$ cat config.mk
export PLATFORM = sky130hd
export DESIGN_NAME = pb_debounce_repeat
export DESIGN_NICKNAME = d
export VERILOG_FILES = /design/src/rtl/pb_debounce_repeat.sv
export SDC_FILE = /design/constraint.sdc
export NUM_CORES = 1
export LEC_CHECK = 0
export CORE_MARGIN = 4
export CORE_UTILIZATION = 25
export CTS_BUF_LIST = sky130_fd_sc_hd__clkbuf_2 sky130_fd_sc_hd__clkbuf_4 sky130_fd_sc_hd__clkbuf_8
export CTS_CLUSTER_SIZE = 10
export DETAILED_ROUTE_END_ITERATION = 12
export HOLD_SLACK_MARGIN = 0.03
export PLACE_DENSITY = 0.44
export SLEW_MARGIN = 0
export SYNTH_ARGS = -nofsm -noshare
export SYNTH_HDL_FRONTEND = slang
export SYNTH_SLANG_ARGS = --single-unit
export TNS_END_PERCENT = 1
$ cat constraint.sdc
create_clock -name CLK -period 6.9 [get_ports CLK]
set_clock_uncertainty 0.15 [all_clocks]
set_input_delay 0.69 -clock CLK [delete_from_list [all_inputs] [get_ports CLK]]
set_output_delay 0.69 -clock CLK [all_outputs]
set_load 0.005 [all_outputs]
$ cat src/rtl/pb_debounce_repeat.sv
// ============================================================================
// pb_debounce_repeat : per-button synchroniser, debouncer, press/release pulses
//                      and auto-repeat for raw board pushbuttons.
// Revision: 1.0 - initial release
// ============================================================================
`default_nettype none

module pb_debounce_repeat #(
  parameter int N_PBs           = 3,
  parameter int CNT_W           = 26,
  parameter int DEBOUNCE_CYCLES = 1000000,
  parameter int REPEAT_DELAY    = 50000000,
  parameter int REPEAT_PERIOD   = 10000000
) (
  input  logic             CLK,
  input  logic             RESET,
  input  logic [N_PBs-1:0] PB_RAW,
  output logic [N_PBs-1:0] PB_LEVEL,
  output logic [N_PBs-1:0] PB_PULSE,
  output logic [N_PBs-1:0] PB_RELEASE
);

  typedef enum logic [1:0] {
    ST_IDLE   = 2'd0,
    ST_HELD   = 2'd1,
    ST_REPEAT = 2'd2
  } state_t;

  localparam bit               REPEAT_EN = (REPEAT_DELAY != 0);
  localparam logic [CNT_W-1:0] DB_LAST   = CNT_W'(DEBOUNCE_CYCLES - 1);
  localparam logic [CNT_W-1:0] RD_LAST   = CNT_W'(REPEAT_EN ? REPEAT_DELAY - 1 : 0);
  localparam logic [CNT_W-1:0] RP_LAST   = CNT_W'(REPEAT_PERIOD - 1);
  localparam logic [CNT_W-1:0] ONE       = CNT_W'(1);

  logic [N_PBs-1:0] s1_q, s1_d;
  logic [N_PBs-1:0] s2_q, s2_d;

  always_comb begin
    s1_d = PB_RAW;
    s2_d = s1_q;
  end

  always_ff @(posedge CLK or posedge RESET) begin
    if (RESET) begin
      s1_q <= '0;
      s2_q <= '0;
    end else begin
      s1_q <= s1_d;
      s2_q <= s2_d;
    end
  end

  for (genvar i = 0; i < N_PBs; i++) begin : g_ch
    state_t           state_q, state_d;
    logic [CNT_W-1:0] dcnt_q, dcnt_d;
    logic [CNT_W-1:0] rcnt_q, rcnt_d;
    logic             level_q, level_d;
    logic             pulse_q, pulse_d;
    logic             rel_q, rel_d;

    always_comb begin
      state_d = state_q;
      dcnt_d  = dcnt_q;
      rcnt_d  = rcnt_q;
      level_d = level_q;
      pulse_d = 1'b0;
      rel_d   = 1'b0;
      case (state_q)
        ST_IDLE: begin
          if (s2_q[i]) begin
            if (dcnt_q == DB_LAST) begin
              state_d = ST_HELD;
              level_d = 1'b1;
              pulse_d = 1'b1;
              dcnt_d  = '0;
              rcnt_d  = '0;
            end else begin
              dcnt_d = dcnt_q + ONE;
            end
          end else begin
            dcnt_d = '0;
          end
        end
        ST_HELD, ST_REPEAT: begin
          if (state_q == ST_HELD) begin
            if (REPEAT_EN) begin
              if (rcnt_q == RD_LAST) begin
                pulse_d = 1'b1;
                state_d = ST_REPEAT;
                rcnt_d  = '0;
              end else begin
                rcnt_d = rcnt_q + ONE;
              end
            end
          end else if (rcnt_q == RP_LAST) begin
            pulse_d = 1'b1;
            rcnt_d  = '0;
          end else begin
            rcnt_d = rcnt_q + ONE;
          end
          // An accepted release wins over a repeat landing on the same cycle.
          if (!s2_q[i]) begin
            if (dcnt_q == DB_LAST) begin
              state_d = ST_IDLE;
              level_d = 1'b0;
              rel_d   = 1'b1;
              pulse_d = 1'b0;
              dcnt_d  = '0;
              rcnt_d  = '0;
            end else begin
              dcnt_d = dcnt_q + ONE;
            end
          end else begin
            dcnt_d = '0;
          end
        end
        default: begin
          state_d = ST_IDLE;
          level_d = 1'b0;
          dcnt_d  = '0;
          rcnt_d  = '0;
        end
      endcase
    end

    always_ff @(posedge CLK or posedge RESET) begin
      if (RESET) begin
        state_q <= ST_IDLE;
        dcnt_q  <= '0;
        rcnt_q  <= '0;
        level_q <= 1'b0;
        pulse_q <= 1'b0;
        rel_q   <= 1'b0;
      end else begin
        state_q <= state_d;
        dcnt_q  <= dcnt_d;
        rcnt_q  <= rcnt_d;
        level_q <= level_d;
        pulse_q <= pulse_d;
        rel_q   <= rel_d;
      end
    end

    assign PB_LEVEL[i]   = level_q;
    assign PB_PULSE[i]   = pulse_q;
    assign PB_RELEASE[i] = rel_q;
  end

endmodule

`default_nettype wire
==> impl_metrics.csv, run 1 <==
group,metric,value,unit
critical_path,rr_worst_depth,5,
critical_path,setup.worst_path.start,"g_ch[2].dcnt_q[15]$_DFF_PP0_",
cts,clk_pin_slew,0.10,ns
synthesis,top_cells_by_area,"dfrtp_1 (47%), nor2_1 (7.1%), xor2_1 (5.5%)",
critical_path,r2r_end,"g_ch[2].rcnt_q[24]$_DFFE_PP0P_",
outcome,status,"complete, no violations",
cts,cts_max_path_buffers,2,
critical_path,crit_end,"g_ch[2].rcnt_q[24]$_DFFE_PP0P_",
min_path,hold_start,"s1_q[1]$_DFF_PP0_",
critical_path,criticalPathCategory,"register to register",
cells_and_area,fin_nets,1019,
critical_path,reg2reg_slack,3.60,ns
critical_path,worst-path-buf-inv,0,
grt,grt_max_degree,113,
die,design.core.area,0.0368,mm²
die,dieArea,0.0407,mm²
grt,track_usage,10.3,%
synthesis,async_reset_ff_share,100,%
cells_and_area,comb.multi_input.count,766,
route,wire_per_inst,13.7,µm
synthesis,common_cells,"nor2_1 (178), dfrtp_1 (177), nand2_1 (86)",
synthesis,ys_sh_simple,29.3,%
synthesis,mux_share,0.547,%
place,place_area,0.00992,mm²
sta,whs,0.205,ns
sta,finalCritPeriodShare,47.9,%
pwr,p_leak,0.00425,µW
cts,cts-resized-gates,0,
cells_and_area,clock_area_share,4.33,%
cells_and_area,n_all_inverters,20,
critical_path,max_stage_delay,0.96,ns
synthesis,yosys_area,0.00938,mm²
cts,clock_sinks,177,
grt,overflow,0,
critical_path,crit_family,"simple AND/OR/NAND/NOR gates",
cells_and_area,sh_comb_area,45.0,%
critical_path,worstPathRequired,7.08,ns
cells_and_area,final_cell_mix,"nor2_1 (178), dfrtp_1 (177), nand2_1 (86)",
cts,ctsHoldBuffers,0,
sta,finalSetupTns,0,ns
pwr,power_density,185,mW/mm²
cells_and_area,drive_gt1_share,5.53,%
synthesis,numSynthFlops,177,
sta,finalSetupViolations,0,
job,maxCapViolations,0,
synthesis,logic_family,"simple AND/OR/NAND/NOR gates",
sta,drv_slew,0,
cells_and_area,largest_class,"combinational gates",
place,dp_hpwl,13.4,mm
route,drt-initial-drc-count,536,
## run 1: per-layer routing
metal | vias up | GRT usage (%) | share of wire, %
met1 | 3404 | 14.3 | 51
met5 | - | 0 | 0
met2 | 61 | 16.4 | 46
met3 | 16 | 2.03 | 2.0
met4 | 0 | 2.78 | 1.2
li1 | 3521 | - | -
## run 1: flip-flops by register name, summed over array words and instances, names as in the netlist
signal,flops
g_ch.dcnt_q,78
g_ch.rcnt_q,78
g_ch.state_q,6
g_ch.level_q,3
g_ch.pulse_q,3
g_ch.rel_q,3
s1_q,3
s2_q,3
## run 1: report_power, final
group,total [µW],switching (µW),internal [µW]
registers,1050,6.51,1040
clock network,829,418,412
logic,39.5,31.8,7.72
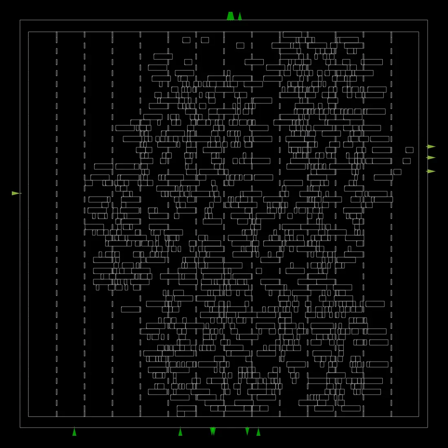
*Placed standard cells, run 1*
# rows: 70
Final Non-Filler Cells: 1480
num sequential: 177

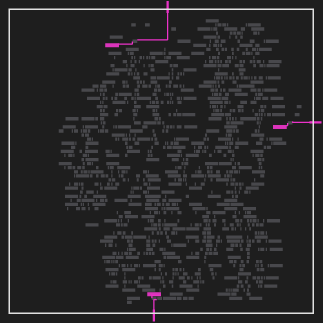
*Nets reached from selected ports, run 1*
Scale: 1.5 px per µm.
Key: `PB_RELEASE` = magenta [bits 3, direction output, edge 1 north, 1 south, 1 east, end cells 3, buffers 3, wire 84.2 µm]
top-level port count: 14
IO Port Bufs: 13

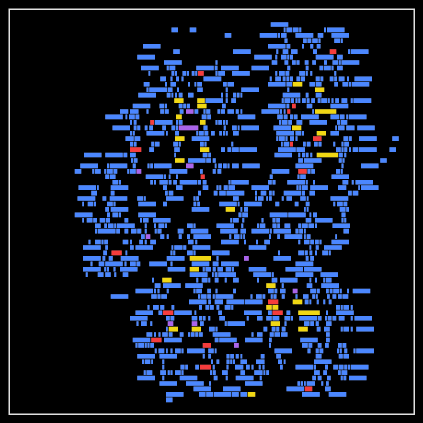
*Cell sizes after repair, run 1*
Scale: 2 px per µm.
Key: x1 and smaller = blue [cells 956, share 94%]; x3 and x4 = purple [cells 10, share 0.99%]; x2 = red [cells 18, share 1.8%]; x6 and larger = yellow [cells 28, share 2.8%]
Design Area, Final: 0.0104 mm²
Signal buffers: 17
P&R area growth vs syn: 10.6%

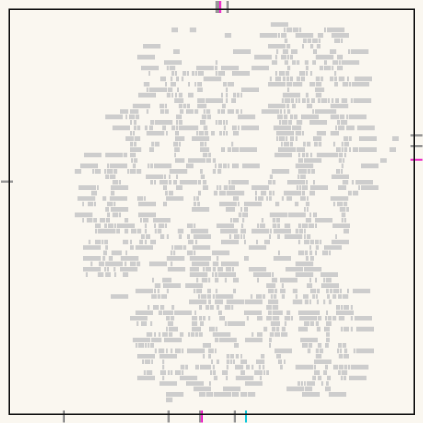
*I/O pins on the die edge, run 1*
Scale: 2 px per µm. Pins as bars across the die edge, other pins in gray.
Key: `RESET` = cyan [pins 1, direction input, edge south]; `PB_RELEASE` = magenta [pins 3, direction output, edge 1 north, 1 south, 1 east]
All pins by edge: 6 south, 4 north, 3 east, 1 west.

### Gate-type map, run 1

Scale: 2 px per µm.
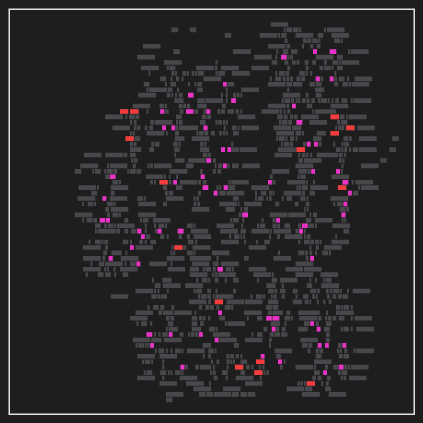

==> run 1 -> run 2 <==
clock period = 3.3 ns   (was 6.9 ns; I/O delays follow)
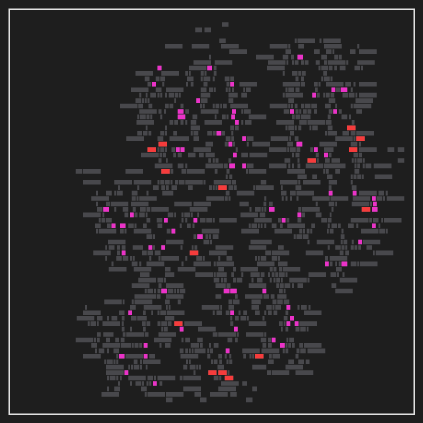
*Gate-type map, run 2*
Scale: 2 px per µm.
Key: and/or cells = magenta [cells 70]; fa/ha/maj cells = red [cells 15]

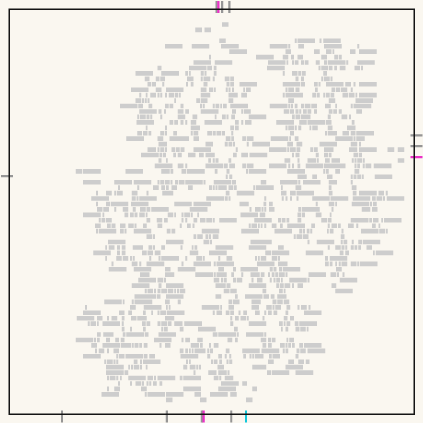
*I/O pins on the die edge, run 2*
Scale: 2 px per µm. Pins as bars across the die edge, other pins in gray.
Key: `PB_RELEASE` = magenta [pins 3, direction output, edge 1 north, 1 south, 1 east]; `RESET` = cyan [pins 1, direction input, edge south]
Die Ht: 202 µm
Die X: 202 µm

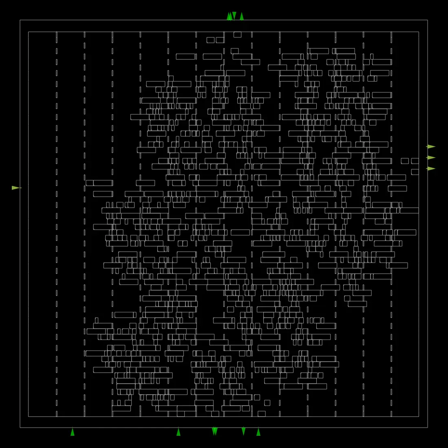
*Placed standard cells, run 2*
fin util: 28.5%
fill count: 3842
# Taps: 468

==> run 2 against run 1 <==
  * Register-to-register slack worse by 3.1 ns
  * Sequential share of layout area is 0.41 points lower
  * Clock power is 100% higher
  * Setup slack got worse by 3.1 ns
  * Synthesized cell count unchanged
  * Via count down 0.43%
  * Final area grew 0.98%
  * Cell count rose by 1.0%
  * Hold slack got worse by 0.14 ns
  * Utilization up 0.28 points
  * Critical endpoint is now g_ch[1].rcnt_q[0]$_DFFE_PP0P_
  * Largest power group unchanged
==> impl_metrics.csv, run 2 <==
group,metric,value,unit
route,wire_per_inst,13.8,µm
sta,drv_slew,0,
cts,cts-root-buf,"clkbuf_8",
synthesis,common_cells,"nor2_1 (178), dfrtp_1 (177), nand2_1 (86)",
cells_and_area,fin_area,0.0105,mm²
place,numPortBuffers,13,
pwr,p_seq_share,55.5,%
route,drt-initial-drc-count,550,
cells_and_area,sh_comb_area,44.5,%
grt,globalRouteMet2Util,16.5,%
critical_path,setup.worst_path.start,"g_ch[1].dcnt_q[7]$_DFF_PP0_",
die,rows,70,
critical_path,crit_chain,"nor4_1 -> nand4_1 -> o41ai_2 -> or2_1 -> nor2_1 -> mux2_2",
cts,cts_max_path_buffers,2,
critical_path,reg2reg_slack,0.49,ns
place,dp_hpwl,13.8,mm
sta,hold_violations,0,
pwr,p_leak,0.00431,µW
cells_and_area,fin_nets,1034,
grt,gr-usage-met3,2.00,%
cts,clock_sinks,177,
cells_and_area,n_all_buffers,32,
pwr,pg_seq,2190,µW
cells_and_area,comb.multi_input.count,766,
cells_and_area,syn2layout_area_growth,11.6,%
critical_path,worst-path-buf-inv,0,
cells_and_area,top_regs,"g_ch.dcnt_q (78), g_ch.rcnt_q (78), g_ch.state_q (6)",
cells_and_area,largest_class,"combinational gates",
grt,use_met1,14.6,%
sta,finalSetupViolations,0,
grt,busiest_layer,"met2",
critical_path,r2r_end,"g_ch[1].rcnt_q[0]$_DFFE_PP0P_",
pwr,top_power_group,"registers",
cts,cts-resized-gates,0,
die,fp_util,25.5,%
pwr,clkPwrFrac,42.2,%
job,maxCapViolations,0,
place,dp_cells,1463,
pwr,power.internal,2980,µW
pwr,combPwrFrac,2.3,%
cells_and_area,clock_area_share,4.10,%
cts,ctsHoldBuffers,0,
synthesis,yosys_area,0.00938,mm²
cells_and_area,final_cell_mix,"nor2_1 (178), dfrtp_1 (177), nand2_1 (86)",
grt,overflow,0,
outcome,status,"complete, no violations",
synthesis,ys_warn_count,0,
cts,cts_tree,"built",
synthesis,async_reset_ff_share,100,%
cts,cts_setup_buffers,0,
critical_path,max_stage_delay,0.57,ns
synthesis,top_cells_by_area,"dfrtp_1 (47%), nor2_1 (7.1%), xor2_1 (5.5%)",
cells_and_area,regArea,0.00443,mm²
die,io_pins,14,
cts,clk_pin_slew,0.11,ns
synthesis,numSynthFlops,177,
critical_path,crit_family,"simple AND/OR/NAND/NOR gates",
cells_and_area,ff_count,177,
cells_and_area,layout.cells.non_filler,1495,
grt,track_usage,10.5,%
grt,grt_max_degree,88,
pwr,power_density,377,mW/mm²
sta,whs,0.0674,ns
place,place_ws,0.544,ns
cells_and_area,n_all_inverters,20,
pwr,comb_power,90.2,µW
pwr,p_sw,975,µW
sta,finalSetupTns,0,ns
die,design.core.area,0.0368,mm²
critical_path,rr_worst_depth,6,
critical_path,criticalPathCategory,"register to register",
cells_and_area,drive_gt1_share,6.91,%
pwr,switching_share,24.7,%
sta,finalCritPeriodShare,85.2,%
synthesis,syn_avg_cell_area,9.36,µm²
critical_path,crit_end,"g_ch[1].rcnt_q[0]$_DFFE_PP0P_",
critical_path,worstPathRequired,3.50,ns
cts,cts_buffers,17,
place,place_area,0.0100,mm²
pwr,pg_clk,1670,µW
die,dieArea,0.0407,mm²
## run 2: cells by family (layout without fill, tap and decap cells)
kind of cell / after synthesis / in the layout / share of synthesized area [%]
AND-OR/OR-AND: 93 / 93 / 7.28
buffers and inverters: 59 / 84 / 3.05
flip-flops: 177 / 177 / 47.2
XOR/XNOR: 113 / 113 / 10.6
adder cells (fa/ha/maj): 15 / 15 / 2.00
multiplexers: 5 / 5 / 0.547
AND/OR/NAND/NOR: 540 / 540 / 29.3
## run 2: per-layer routing
layer / vias to the layer above / wire length [µm]
met5: - / 0
met4: 0 / 327
met3: 21 / 440
met2: 80 / 9370
met1: 3322 / 10500
li1: 3549 / -
### Nets reached from selected ports, run 2

Scale: 1.5 px per µm.
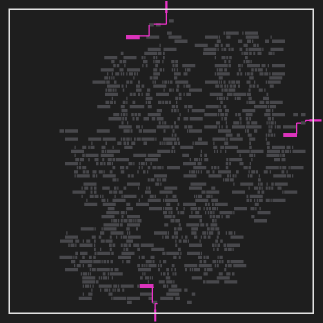

==> run 2 -> run 3 <==
CORE_UTILIZATION = 50   (was 25)
PLACE_DENSITY = 0.71   (was 0.44)
clock period = 3.55 ns   (was 3.3 ns; I/O delays follow)
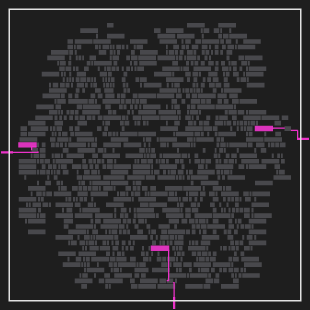
*Nets reached from selected ports, run 3*
Scale: 2 px per µm.
Key: `PB_RELEASE` = magenta [bits 3, direction output, edge 1 west, 1 south, 1 east, end cells 3, buffers 3, wire 57.4 µm]

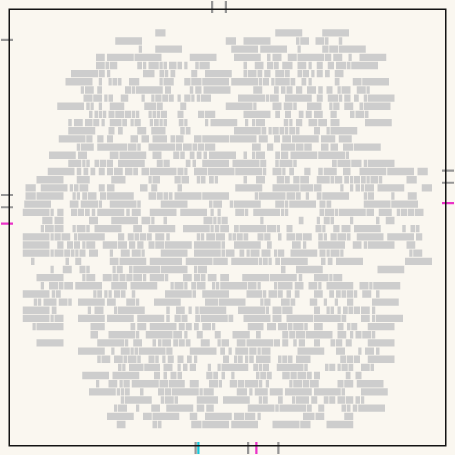
*I/O pins on the die edge, run 3*
Scale: 3 px per µm. Pins as bars across the die edge, other pins in gray.
Key: `PB_RELEASE` = magenta [pins 3, direction output, edge 1 west, 1 south, 1 east]; `RESET` = cyan [pins 1, direction input, edge south]
All pins by edge: 5 south, 4 west, 3 east, 2 north.
Die X: 145 µm
Die Ht: 145 µm

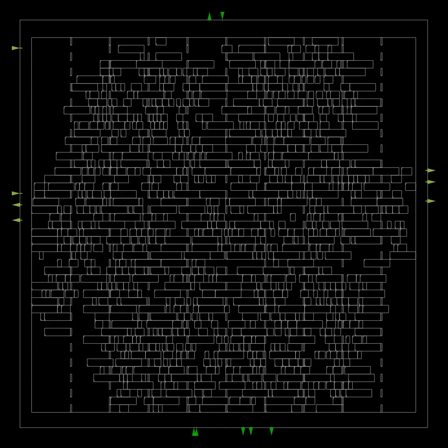
*Placed standard cells, run 3*
fin util: 55.3%
Final Non-Filler Cells: 1248

==> run 3 against run 2 <==
  * Via count up 1.7%
  * Final area down 3.9%
  * First-iteration DRC count down 2.0%
==> impl_metrics.csv, run 3 <==
group,metric,value,unit
critical_path,criticalPathCategory,"register to register",
synthesis,syn_avg_cell_area,9.36,µm²
cts,cts-resized-gates,0,
place,place_ws,0.788,ns
place,globalplace.congestion,0.851,
place,numPortBuffers,13,
sta,whs,0.160,ns
cells_and_area,fillers,1594,
pwr,vdd_ir_drop_max,0.286,mV
synthesis,ys_sh_adder,2.00,%
synthesis,top_cells_by_area,"dfrtp_1 (47%), nor2_1 (7.1%), xor2_1 (5.5%)",
critical_path,crit_end,"g_ch[1].rcnt_q[0]$_DFFE_PP0P_",
cts,cts_setup_buffers,0,
grt,grt_pass1_vias,6697,
cts,cts-root-buf,"clkbuf_8",
place,place_area,0.00968,mm²
pwr,switching_share,24.3,%
place,dp_cells,1216,
cts,ctsHoldBuffers,0,
pwr,pg_seq,2040,µW
critical_path,r2r_end,"g_ch[1].rcnt_q[0]$_DFFE_PP0P_",
synthesis,yosys_area,0.00938,mm²
synthesis,numSynthFlops,177,
pwr,clkPwrFrac,39.0,%
die,dieArea,0.0210,mm²
pwr,p_sw,842,µW
pwr,p_seq_share,58.7,%
cells_and_area,n_all_inverters,20,
place,dp_hpwl,12.2,mm
synthesis,ys_warn_count,0,
pwr,p_leak,0.00425,µW
route,wire_per_inst,14.4,µm
synthesis,common_cells,"nor2_1 (178), dfrtp_1 (177), nand2_1 (86)",
pwr,comb_power,79.7,µW
cells_and_area,n_all_buffers,24,
synthesis,syn_inst,1002,
outcome,status,"complete, no violations",
die,design.core.area,0.0182,mm²
pwr,pg_clk,1350,µW
route,drt-initial-drc-count,539,
cells_and_area,largest_class,"combinational gates",
sta,finalCritPeriodShare,79.2,%
grt,overflow,0,
grt,grt_max_degree,117,
synthesis,logic_family,"simple AND/OR/NAND/NOR gates",
cells_and_area,sh_comb_area,46.4,%
cells_and_area,final_cell_mix,"nor2_1 (178), dfrtp_1 (177), nand2_1 (86)",
die,io_pins,14,
cells_and_area,fin_nets,1026,
cells_and_area,ff_count,177,
synthesis,ys_sh_simple,29.3,%
pwr,top_power_group,"registers",
critical_path,reg2reg_slack,0.74,ns
sta,drv_slew,0,
critical_path,cp_max_fo,9,
cells_and_area,top_regs,"g_ch.dcnt_q (78), g_ch.rcnt_q (78), g_ch.state_q (6)",
grt,track_usage,17.6,%
critical_path,setup.worst_path.start,"g_ch[1].dcnt_q[7]$_DFF_PP0_",
critical_path,rr_worst_depth,6,
cells_and_area,clock_area_share,3.74,%
synthesis,compound_area_share,7.28,%
die,rows,49,
sta,finalSetupViolations,0,
synthesis,edf_count,0,
pwr,combPwrFrac,2.3,%
die,nWellTaps,229,
die,fp_util,51.5,%
cts,cts_buffers,17,
cells_and_area,final_common_cell,"nor2_1",
sta,hold_violations,0,
synthesis,mux_share,0.547,%
cts,clk_latency,0.47,ns
cts,cts_max_path_buffers,2,
job,maxCapViolations,0,
cells_and_area,syn2layout_area_growth,7.26,%
synthesis,async_reset_ff_share,100,%
sta,finalSetupTns,0,ns
cells_and_area,drive_gt1_share,6.18,%
cells_and_area,fin_area,0.0101,mm²
pwr,power_density,345,mW/mm²
-- run 3: netlist changes by cell type in the layout (fill, tap and decap cells not counted) --
cell	delta
inv_8	-2
bufinv_16	-2
clkbuf_4	+2
clkinvlp_4	-1
clkinv_2	+1
clkinv_4	+2
buf_4	-8
-- run 3: routing by layer --
metal	global-route usage, %	vias up	share of wire, %
li1	-	3540	-
met1	25.1	3409	50
met2	27.1	116	45
met3	3.02	25	3.2
met4	6.56	0	2.0
met5	0	-	0
-- run 3: worst max-delay path, cell delays in order (launching register included) --
cell and delay (ns):
dfrtp_1 0.44, nor4_1 0.38, nand4_1 0.33, o41ai_2 0.58, or2_1 0.34, nor2_1 0.16, mux2_2 0.33
Power and IR drop assume default switching activity.
